Fig. 1: power grid
Pins as bars on the die edge. Tap cells in grey.
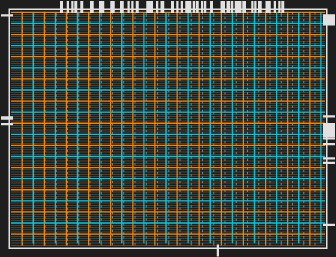
Fig. 2: placed cells, one colour a class
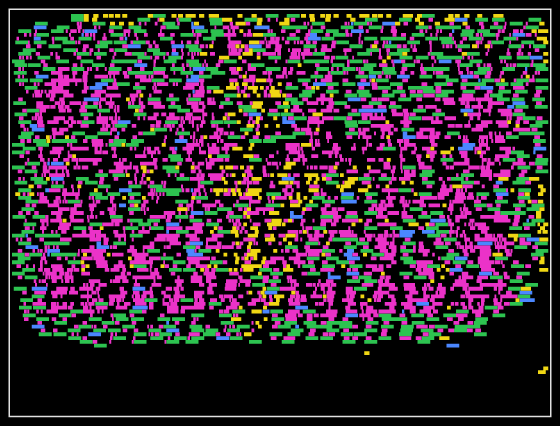
<file path="src/rtl/cnn_window_gen.sv">
// Streaming 3x3 window generator: two row line buffers plus a two-column history.
// Define ZERO_PAD_EN for zero-padded "same" output; the default build emits "valid" windows only.
module cnn_window_gen #(
    parameter int DW    = 8,
    parameter int IMG_W = 28,
    parameter int IMG_H = 28,
    parameter int AW    = 5
) (
    input  logic            clk,
    input  logic            reset,
    input  logic            in_valid,
    output logic            in_ready,
    input  logic [DW-1:0]   in_data,
    output logic            out_valid,
    input  logic            out_ready,
    output logic [3*DW-1:0] win_top,
    output logic [3*DW-1:0] win_mid,
    output logic [3*DW-1:0] win_bot,
    output logic [AW-1:0]   out_row,
    output logic [AW-1:0]   out_col,
    output logic            frame_done,
    output logic [1:0]      dbg_state
);
    // Handshakes: a transfer happens on a rising edge where valid && ready; a producer
    // holds valid and data stable until ready, and ready never depends on valid.
    typedef enum logic [1:0] {RUN = 2'd0, EOL = 2'd1, FLUSH = 2'd2, DONE = 2'd3} state_t;

    localparam int PW = 3 * DW;
    localparam int CW = (IMG_W > 2) ? $clog2(IMG_W) : 2;
    localparam logic [AW-1:0] COL_LAST = AW'(IMG_W - 1);
    localparam logic [AW-1:0] ROW_LAST = AW'(IMG_H - 1);
`ifdef ZERO_PAD_EN
    localparam bit PAD = 1'b1;
`else
    localparam bit PAD = 1'b0;
`endif

    state_t state, state_nxt;
    logic [DW-1:0] lb0 [IMG_W];
    logic [DW-1:0] lb1 [IMG_W];
    // Columns are packed {top, mid, bot}; col_a is two columns back, col_b one column back.
    logic [PW-1:0] col_a, col_b, new_col, c_l, c_c, c_r;
    logic [AW-1:0] in_col, in_row, cur_r, fcol, g_row, g_col;
    logic [CW-1:0] c_idx, f_idx, fl_idx, fr_idx;
    logic          out_free, hs, gen, zero_top, zero_left, last_px;

    assign c_idx     = in_col[CW-1:0];
    assign f_idx     = fcol[CW-1:0];
    assign fl_idx    = (fcol == '0) ? f_idx : f_idx - CW'(1);
    assign fr_idx    = (fcol == COL_LAST) ? f_idx : f_idx + CW'(1);
    assign last_px   = (in_row == ROW_LAST) && (in_col == COL_LAST);
    assign dbg_state = state;

    always_ff @(posedge clk or negedge reset) begin
        if (!reset) state <= RUN;
        else        state <= state_nxt;
    end

    always_comb begin
        state_nxt = state;
        unique case (state)
            RUN: begin
                if (hs) begin
                    if (PAD && in_col == COL_LAST) state_nxt = EOL;
                    else if (!PAD && last_px)      state_nxt = DONE;
                end
            end
            // The final row's end-of-line window precedes the flush of the last image row.
            EOL: begin
                if (cur_r == '0)  state_nxt = RUN;
                else if (out_free) state_nxt = (cur_r == ROW_LAST) ? FLUSH : RUN;
            end
            FLUSH: if (out_free && fcol == COL_LAST) state_nxt = DONE;
            DONE:  if (out_valid && out_ready) state_nxt = RUN;
            default: state_nxt = RUN;
        endcase
    end

    always_comb begin
        out_free  = !out_valid || out_ready;
        in_ready  = reset && (state == RUN) && out_free;
        hs        = in_valid && in_ready;
        new_col   = {lb1[c_idx], lb0[c_idx], in_data};
        gen       = 1'b0;
        zero_top  = 1'b0;
        zero_left = 1'b0;
        g_row     = '0;
        g_col     = '0;
        c_l       = col_a;
        c_c       = col_b;
        c_r       = new_col;
        unique case (state)
            RUN: begin
                g_row = in_row - AW'(1);
                g_col = in_col - AW'(1);
                if (PAD) begin
                    gen       = hs && (in_row != '0) && (in_col != '0);
                    zero_top  = (in_row == AW'(1));
                    zero_left = (in_col == AW'(1));
                end else begin
                    gen = hs && (in_row > AW'(1)) && (in_col > AW'(1));
                end
            end
            EOL: begin
                c_r      = '0;
                g_row    = cur_r - AW'(1);
                g_col    = COL_LAST;
                zero_top = (cur_r == AW'(1));
                gen      = out_free && (cur_r != '0);
            end
            FLUSH: begin
                c_l   = (fcol == '0) ? '0 : {lb1[fl_idx], lb0[fl_idx], {DW{1'b0}}};
                c_c   = {lb1[f_idx], lb0[f_idx], {DW{1'b0}}};
                c_r   = (fcol == COL_LAST) ? '0 : {lb1[fr_idx], lb0[fr_idx], {DW{1'b0}}};
                g_row = ROW_LAST;
                g_col = fcol;
                gen   = out_free;
            end
            default: ;
        endcase
        if (zero_left) c_l = '0;
        if (zero_top) begin
            c_l[PW-1:2*DW] = '0;
            c_c[PW-1:2*DW] = '0;
            c_r[PW-1:2*DW] = '0;
        end
    end

    always_ff @(posedge clk or negedge reset) begin
        if (!reset) begin
            for (int i = 0; i < IMG_W; i++) begin
                lb0[i] <= '0;
                lb1[i] <= '0;
            end
        end else if (hs) begin
            lb1[c_idx] <= lb0[c_idx];
            lb0[c_idx] <= in_data;
        end
    end

    always_ff @(posedge clk or negedge reset) begin
        if (!reset) begin
            col_a      <= '0;
            col_b      <= '0;
            in_col     <= '0;
            in_row     <= '0;
            cur_r      <= '0;
            fcol       <= '0;
            out_valid  <= 1'b0;
            win_top    <= '0;
            win_mid    <= '0;
            win_bot    <= '0;
            out_row    <= '0;
            out_col    <= '0;
            frame_done <= 1'b0;
        end else begin
            if (hs) begin
                col_a <= col_b;
                col_b <= new_col;
                cur_r <= in_row;
                if (in_col == COL_LAST) begin
                    in_col <= '0;
                    in_row <= (in_row == ROW_LAST) ? '0 : in_row + AW'(1);
                end else begin
                    in_col <= in_col + AW'(1);
                end
            end
            if (state == FLUSH && out_free) fcol <= (fcol == COL_LAST) ? '0 : fcol + AW'(1);
            if (gen) begin
                out_valid <= 1'b1;
                win_top   <= {c_l[PW-1:2*DW], c_c[PW-1:2*DW], c_r[PW-1:2*DW]};
                win_mid   <= {c_l[2*DW-1:DW], c_c[2*DW-1:DW], c_r[2*DW-1:DW]};
                win_bot   <= {c_l[DW-1:0], c_c[DW-1:0], c_r[DW-1:0]};
                out_row   <= g_row;
                out_col   <= g_col;
            end else if (out_ready) begin
                out_valid <= 1'b0;
            end
            frame_done <= (state == DONE) && out_valid && out_ready;
        end
    end
endmodule
</file>
<file path="config.mk">
export PLATFORM = sky130hd
export DESIGN_NAME = cnn_window_gen
export DESIGN_NICKNAME = d
export VERILOG_FILES = /design/src/rtl/cnn_window_gen.sv
export SDC_FILE = /design/constraint.sdc
export NUM_CORES = 2
export LEC_CHECK = 0
export CORE_ASPECT_RATIO = 0.75
export CORE_UTILIZATION = 35
export CTS_CLUSTER_DIAMETER = 100
export DETAILED_ROUTE_END_ITERATION = 10
export PLACE_DENSITY = 0.48
export SLEW_MARGIN = 10
export SYNTH_ARGS = -nofsm -noshare
export SYNTH_HDL_FRONTEND = slang
export SYNTH_SLANG_ARGS = --single-unit
</file>
<file path="constraint.sdc">
create_clock -name clk -period 3.71 [get_ports clk]
set_clock_uncertainty 0.15 [all_clocks]
set_input_delay 0.5565 -clock clk [delete_from_list [all_inputs] [get_ports clk]]
set_output_delay 0.5565 -clock clk [all_outputs]
set_load 0.005 [all_outputs]
</file>
==> summary.txt <==
Ys cells = 3870
Dominant flop cell = dfrtp_1
Worst path slowest cell = nor4_1
Yosys warns = 0
Pint = 19.4 mW
FFs w/ async S/R, synth = 1.00
Tot GR Track Use = 0.282
Reg2reg setup slack = 0.02 ns
Hold depth = 2
Worst Tran Pin Value = 1.25 ns
Status = finished, final reports clean
Area after DPL = 43200 um^2
Static leakage = 17.8 nW
Routed wire length = 160 mm
Slew headroom = 0.166
Sw Ratio = 0.400
RSZ-0062 raised after global routing = false
Crit Path Class = reg -> reg
Top post-synthesis cells by count = nand2_1 (712), dfrtp_1 (602), a21oi_1 (301)
Number of DRC markers in iteration 0 = 3933
Number of synthesized flops with an enable pin = 0
Hpwl dp = 112 mm
Switching power total = 12.9 mW
Reg-to-Reg End = win_top[22]$_DFFE_PN0P_
TNS Setup = 0 ns
Clk slew on worst S/H paths = 0.06 ns
R2R cell count = 9
Ys flops = 602
TritonRoute pass-1 iters = 7
Routability Congestion = 0.957
CP cell instances = buf_4, buf_4, o21ai_0, mux2_2, nand2_1, buf_4, o22ai_1, nor4_1, o31ai_1
Chip area = 113000 um^2
CTS tree = yes
Class of the worst hold path = reg -> reg
Crit path DAT = 4.06 ns
Mapped Area = 39000 um^2
WP buf/inv = 3
# Post-CTS Setup Buffers = 0
Largest type area fraction = 0.386
Tool warnings = 49
Final Non-Filler Cells = 5450
Hold Startpoint = col_a[12]$_DFFE_PN0P_
Layout area overhead = 17.0%
Largest net degree at the start of global routing = 153
PwrDens = 709 nW/um^2
Final hold viol count = 0
Largest stage delay, worst path = 0.58 ns
Cts bufs inserted = 68
First-pass GRT wire length = 235 mm
ANT nets after route = 0
Critical Path End Type = flip-flop
Grt ovf = 0
About Fig. 1:
Orange stands for VSS. Cyan stands for VDD.
The core has 105 rows. 99 signal pins sit on the boundary. 106 met1 rails follow the rows. 21 straps on met5. 28 straps on met4.
Peak VDD IR: 0.000548 V
die width: 388 um
Core Footprint: 110000 um^2
Die Y: 291 um

About Fig. 2:
Blue stands for clock drivers and dummy loads, cells 123. Yellow stands for remaining buffers and delay cells, cells 383. Green stands for registers, cells 602. Magenta stands for remaining logic cells, cells 2897.
Placement Rows: 105
sequential cell area share: 0.330
final core utilization: 0.415
final instance area: 45700 um^2

[power by group through the flow]
stage	Sequential, mW	Clock [mW]	Combinational [mW]
2_1_floorplan	10.7	0	7.79
3_3_place_gp	12.0	0	12.7
3_5_place_dp	12.0	0	12.8
4_1_cts	11.9	7.67	12.8
5_1_grt	12.3	7.91	13.7
6_report	12.0	7.52	12.9
[routing by layer]
metal,vias up,GRT usage,wire [um]
met5,-,0,0
met4,0,0.103,6570
met3,298,0.0603,13900
met2,1592,0.414,68700
met1,17096,0.408,71200
li1,14456,-,-
[what timing repair did]
| action | CTS | global route |
|---|---|---|
| endpoints found under the hold margin | 56 | 0 |
| hold buffers | 1 | 0 |
| setup endpoints to repair | 0 | 7 |
| gates resized | 0 | 5 |
[layout make-up]
cell class	instances	area [um^2]
Antenna cell	1	2.50
Multi-Input combinational cell	2859	22400
Fill cell	10635	64300
Clock buffer	89	1930
Inverter	38	143
Sequential cell	602	15100
Clock inverter	34	498
Tap cell	1444	1810
Timing Repair Buffer	383	3820
[layout by cell type, fill, tap and decap left out, types with 27 or more instances in the layout]
| cell type | synthesis | final |
|---|---|---|
| a21oi_1 | 301 | 301 |
| o22ai_1 | 54 | 54 |
| nand2_1 | 712 | 711 |
| nor2_2 | 1 | 27 |
| nand3_1 | 64 | 64 |
| inv_1 | 37 | 37 |
| clkdlybuf4s50_1 | 0 | 96 |
| mux2i_1 | 273 | 271 |
| dfrtp_1 | 602 | 592 |
| a31oi_1 | 61 | 60 |
| buf_12 | 0 | 55 |
| mux4_2 | 263 | 263 |
| buf_4 | 31 | 226 |
| a32oi_1 | 45 | 45 |
| o221ai_1 | 40 | 40 |
| mux2_2 | 236 | 236 |
| clkbuf_16 | 0 | 70 |
| a221oi_1 | 37 | 37 |
| o21ai_0 | 179 | 178 |
| nor2_1 | 288 | 261 |
[through the flow]
| step | hold slack (ns) | utilization | setup slack, ns | power, mW |
|---|---|---|---|---|
| after floorplan | 0.111 | - | 0.373 | 18.5 |
| after global placement | 0.304 | 0.393 | 0.0599 | 24.7 |
| after detailed placement | 0.309 | 0.393 | 0.0487 | 24.8 |
| after CTS | 0.299 | 0.415 | 0.0531 | 32.4 |
| after global routing | 0.349 | 0.415 | 0.0225 | 33.9 |
| final | 0.317 | 0.415 | 0.0181 | 32.4 |
[flip-flops by register name, indices dropped and copies added (netlist names), 24 cells and up]
register / count
col_a: 24
col_b: 24
lb0: 224
lb1: 224
win_bot: 24
win_mid: 24
win_top: 24
[tightest hold or removal path, stage by stage (launching register included)]
cell and delay (ns):
dfrtp_1 0.34, nand2_1 0.05, nand2_1 0.05
[cell families (layout without fill, tap and decap cells)]
logic type               Yosys count  after routing  share of synthesized area
XOR/XNOR                          17             17                    0.00449
adder cells (fa/ha/maj)           20             20                    0.00641
other                              0              1                          0
buffers and inverters            409            544                     0.0491
flip-flops                       602            602                      0.386
AND-OR/OR-AND                    851            851                      0.135
AND/OR/NAND/NOR                 1194           1194                      0.127
multiplexers                     777            777                      0.291
Power is estimated from default activity; no workload was simulated.
